Figure 1. The metal 3 layer.
Drawn at 2 px/micron.
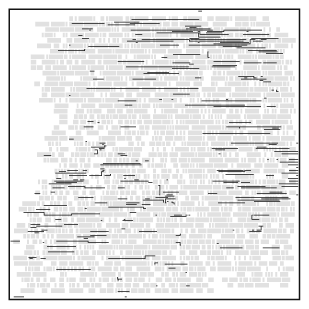
Figure 2. Signal wires by layer.
Drawn at 2 px/micron.
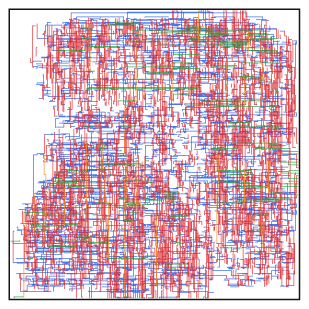
Figure 3. Track usage over the die.
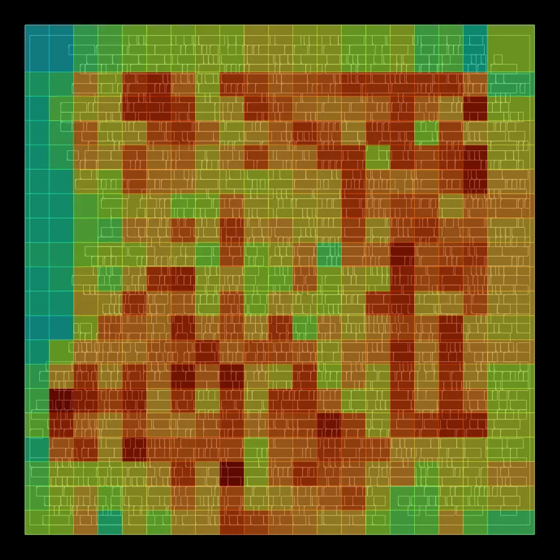
### config.mk
export PLATFORM = sky130hd
export DESIGN_NAME = neuron_mac_preact_flat
export DESIGN_NICKNAME = d
export VERILOG_FILES = /design/src/rtl/neuron_mac_preact_pkg.sv /design/src/rtl/neuron_mac_preact_if.sv /design/src/rtl/neuron_mac_preact_sat_q88.sv /design/src/rtl/neuron_mac_preact.sv /design/src/flat_wrapper.sv
export SDC_FILE = /design/constraint.sdc
export NUM_CORES = 1
export LEC_CHECK = 0
export CAP_MARGIN = 20
export CORE_UTILIZATION = 68
export CTS_CLUSTER_DIAMETER = 60
export DETAILED_ROUTE_END_ITERATION = 6
export PLACE_DENSITY = 0.88
export SLEW_MARGIN = 5
export SYNTH_ARGS = -nofsm -noshare
export SYNTH_HDL_FRONTEND = slang
export SYNTH_SLANG_ARGS = --single-unit
### constraint.sdc
create_clock -name clk -period 29.3 [get_ports clk]
set_clock_uncertainty 0.05 [all_clocks]
set_input_delay 5.86 -clock clk [delete_from_list [all_inputs] [get_ports clk]]
set_output_delay 5.86 -clock clk [all_outputs]
set_load 0.02 [all_outputs]
### src/rtl/neuron_mac_preact_pkg.sv
// Shared Q8.8 constants and FSM state encoding for the neuron pre-activation MAC.
package neuron_mac_preact_pkg;

    localparam int Q88_W     = 16;
    localparam int FRAC_BITS = 8;

    localparam logic [Q88_W-1:0] Q88_MAX = 16'h7FFF;
    localparam logic [Q88_W-1:0] Q88_MIN = 16'h8000;

    typedef enum logic [1:0] {
        IDLE  = 2'd0,
        ACCUM = 2'd1,
        HOLD  = 2'd2
    } state_t;

endpackage

### src/rtl/neuron_mac_preact_if.sv
// Tap-in / result-out bus of the MAC; the DUT uses the slave modport.
interface neuron_mac_preact_if;
    import neuron_mac_preact_pkg::*;

    // Handshakes: a beat moves on a rising edge where valid && ready; the
    // source holds its payload steady while valid && !ready.
    logic        start;
    logic [15:0] bias_in;
    logic        in_valid;
    logic        in_ready;
    logic [15:0] x_in;
    logic [15:0] w_in;
    logic        in_last;
    logic        out_valid;
    logic        out_ready;
    logic [15:0] out_data;
    logic        out_sat;
    logic        len_err;
    logic        busy;
    state_t      dbg_state;

    modport slave (
        input  start, bias_in, in_valid, x_in, w_in, in_last, out_ready,
        output in_ready, out_valid, out_data, out_sat, len_err, busy, dbg_state
    );

    modport master (
        output start, bias_in, in_valid, x_in, w_in, in_last, out_ready,
        input  in_ready, out_valid, out_data, out_sat, len_err, busy, dbg_state
    );

endinterface

### src/rtl/neuron_mac_preact_sat_q88.sv
// Combinational clip of a wide signed accumulator to Q8.8 with a clip flag.
module sat_q88
    import neuron_mac_preact_pkg::*;
#(
    parameter int ACC_W = 32
) (
    input  logic signed [ACC_W-1:0] acc_i,
    output logic        [Q88_W-1:0] q_o,
    output logic                    clip_o
);

    localparam logic signed [ACC_W-1:0] MAX_EXT = ACC_W'($signed(Q88_MAX));
    localparam logic signed [ACC_W-1:0] MIN_EXT = ACC_W'($signed(Q88_MIN));

    always_comb begin
        q_o    = acc_i[Q88_W-1:0];
        clip_o = 1'b0;
        if (acc_i > MAX_EXT) begin
            q_o    = Q88_MAX;
            clip_o = 1'b1;
        end else if (acc_i < MIN_EXT) begin
            q_o    = Q88_MIN;
            clip_o = 1'b1;
        end
    end

endmodule

### src/rtl/neuron_mac_preact.sv
// Q8.8 dot product plus bias, saturated to 16 bits for the sigmoid stage.
module neuron_mac_preact
    import neuron_mac_preact_pkg::*;
#(
    parameter int N_TAPS = 8,
    parameter int ACC_W  = 32
) (
    input  logic                clk,
    input  logic                rst,
    neuron_mac_preact_if.slave  bus
);

    localparam logic [7:0] CNT_LAST = 8'(N_TAPS - 1);

    state_t                   state_q;
    logic signed [ACC_W-1:0]  acc_q;
    logic signed [ACC_W-1:0]  acc_d;
    logic [7:0]               cnt_q;
    logic [Q88_W-1:0]         out_data_q;
    logic                     out_sat_q;
    logic                     len_err_q;

    logic signed [31:0]       prod;
    logic signed [31:0]       prod_sh;
    logic signed [ACC_W-1:0]  bias_ext;
    logic                     final_tap;
    logic [Q88_W-1:0]         sat_q;
    logic                     sat_clip;

    // Q16.16 product floored back to Q.8 before accumulation.
    assign prod      = $signed(bus.x_in) * $signed(bus.w_in);
    assign prod_sh   = prod >>> FRAC_BITS;
    assign acc_d     = acc_q + ACC_W'(prod_sh);
    assign bias_ext  = ACC_W'($signed(bus.bias_in));
    assign final_tap = bus.in_last || (cnt_q == CNT_LAST);

    sat_q88 #(.ACC_W(ACC_W)) u_sat (
        .acc_i  (acc_d),
        .q_o    (sat_q),
        .clip_o (sat_clip)
    );

    always_ff @(posedge clk) begin
        if (rst) begin
            state_q    <= IDLE;
            acc_q      <= '0;
            cnt_q      <= '0;
            out_data_q <= '0;
            out_sat_q  <= 1'b0;
            len_err_q  <= 1'b0;
        end else begin
            case (state_q)
                IDLE: begin
                    if (bus.start) begin
                        state_q   <= ACCUM;
                        acc_q     <= bias_ext;
                        cnt_q     <= '0;
                        out_sat_q <= 1'b0;
                        len_err_q <= 1'b0;
                    end
                end
                ACCUM: begin
                    if (bus.in_valid) begin
                        acc_q <= acc_d;
                        cnt_q <= cnt_q + 8'd1;
                        if (final_tap) begin
                            state_q    <= HOLD;
                            out_data_q <= sat_q;
                            out_sat_q  <= sat_clip;
                            len_err_q  <= !bus.in_last;
                        end
                    end
                end
                HOLD: begin
                    // A start coinciding with the result handshake chains the next dot product.
                    if (bus.out_ready) begin
                        if (bus.start) begin
                            state_q   <= ACCUM;
                            acc_q     <= bias_ext;
                            cnt_q     <= '0;
                            out_sat_q <= 1'b0;
                            len_err_q <= 1'b0;
                        end else begin
                            state_q <= IDLE;
                        end
                    end
                end
                default: state_q <= IDLE;
            endcase
        end
    end

    assign bus.in_ready  = (state_q == ACCUM);
    assign bus.out_valid = (state_q == HOLD);
    assign bus.busy      = (state_q != IDLE);
    assign bus.out_data  = out_data_q;
    assign bus.out_sat   = out_sat_q;
    assign bus.len_err   = len_err_q;
    assign bus.dbg_state = state_q;

endmodule
### src/flat_wrapper.sv
// flat-port wrapper written by rule: the top's interface ports become plain ports
module neuron_mac_preact_flat import neuron_mac_preact_pkg::*;
#(
    parameter int N_TAPS = 8,
    parameter int ACC_W  = 32
)
  (clk, rst, bus_start, bus_bias_in, bus_in_valid, bus_x_in, bus_w_in, bus_in_last, bus_out_ready, bus_in_ready, bus_out_valid, bus_out_data, bus_out_sat, bus_len_err, bus_busy, bus_dbg_state);
  neuron_mac_preact_if bus_i ();
  input  logic clk;
  input  logic rst;
  input wire logic [$bits(bus_i.start)-1:0] bus_start;
  input wire logic [$bits(bus_i.bias_in)-1:0] bus_bias_in;
  input wire logic [$bits(bus_i.in_valid)-1:0] bus_in_valid;
  input wire logic [$bits(bus_i.x_in)-1:0] bus_x_in;
  input wire logic [$bits(bus_i.w_in)-1:0] bus_w_in;
  input wire logic [$bits(bus_i.in_last)-1:0] bus_in_last;
  input wire logic [$bits(bus_i.out_ready)-1:0] bus_out_ready;
  output wire logic [$bits(bus_i.in_ready)-1:0] bus_in_ready;
  output wire logic [$bits(bus_i.out_valid)-1:0] bus_out_valid;
  output wire logic [$bits(bus_i.out_data)-1:0] bus_out_data;
  output wire logic [$bits(bus_i.out_sat)-1:0] bus_out_sat;
  output wire logic [$bits(bus_i.len_err)-1:0] bus_len_err;
  output wire logic [$bits(bus_i.busy)-1:0] bus_busy;
  output wire logic [$bits(bus_i.dbg_state)-1:0] bus_dbg_state;
  assign bus_i.start = bus_start;
  assign bus_i.bias_in = bus_bias_in;
  assign bus_i.in_valid = bus_in_valid;
  assign bus_i.x_in = bus_x_in;
  assign bus_i.w_in = bus_w_in;
  assign bus_i.in_last = bus_in_last;
  assign bus_i.out_ready = bus_out_ready;
  assign bus_in_ready = bus_i.in_ready;
  assign bus_out_valid = bus_i.out_valid;
  assign bus_out_data = bus_i.out_data;
  assign bus_out_sat = bus_i.out_sat;
  assign bus_len_err = bus_i.len_err;
  assign bus_busy = bus_i.busy;
  assign bus_dbg_state = bus_i.dbg_state;
  neuron_mac_preact #(.N_TAPS(N_TAPS), .ACC_W(ACC_W)) u_core (.clk(clk), .rst(rst), .bus(bus_i));
endmodule
==> reports/metrics.yaml <==
route:
  drt_iter0_drc: 590
  wl_met2_microns: 16500
  ant_nets: 0
synth:
  ys_types: 54
  ys_area_sq_um: 13800
  synthTopCellsByArea: "fa_1 38%, ha_1 10%, dfxtp_1 8.7%, inv_1 8.2%, and2_1 5.7%"
  synthesis.area_sq_um: 13800
  ys_sh_aoi: 0.107
  postSynthSeqShare: 0.0871
  ys_ff: 60
  ys_warn_count: 0
  edf_count: 0
  top_logic_kind: "adder cells"
  synth_area_leader_cell: "fa_1"
placement:
  post-place-ws_ns: 13.10
  dp.cells: 1889
  dpl_cell_area_sq_um: 14600
  gp_congestion: 0.966
setup_path:
  crit_path_end: "u_core.bus.out_data[4]"
  critPathCaptureType: "flop"
  slowest_stage: "o31ai_2"
  critPathLaunchType: "primary input"
  rr_worst_depth: 14
final_timing:
  min_period_ns: 15.99
  tns_ns: 0
  slew_violations: 0
  setup_ws_ns: 13.31
  finalSetupViolCount: 0
  final_hold_viol_count: 0
cells_and_area:
  largest_reg_flops: 32
  final_cell_mix: "300 x inv_1, 262 x fa_1, 195 x nand2_1, 125 x and2_1, 111 x ha_1"
  register_area_sq_um: 1200
  seq_share: 0.0803
  fin_area_sq_um: 15000
flow_run:
  tool_warnings: 26
clocking:
  cts-htree-levels: 3
  clkLatencyLatePin_ns: 0.33
hold_path:
  hold_end: "u_core.bus.out_data[15]"
die:
  die_area_sq_um: 20900
  dieHeight_microns: 144
status:
  status: "finished clean"
global_route:
  overflow: 0
  antenna_found_initial: 0
## Picture notes: Figure 1
share of all routed wire: 6.5%
longest straight run: 55.7 microns

## Picture notes: Figure 2
| colour | layer | wire length |
|---|---|---|
| red | met2 | 16500 microns |
| green | met3 | 2090 microns |
| orange | met4 | 936 microns |
| blue | met1 | 12800 microns |

## Picture notes: Figure 3
met2 usage: 0.576
Top Usage Layer GRT: met2
M1 GR Usage: 0.421

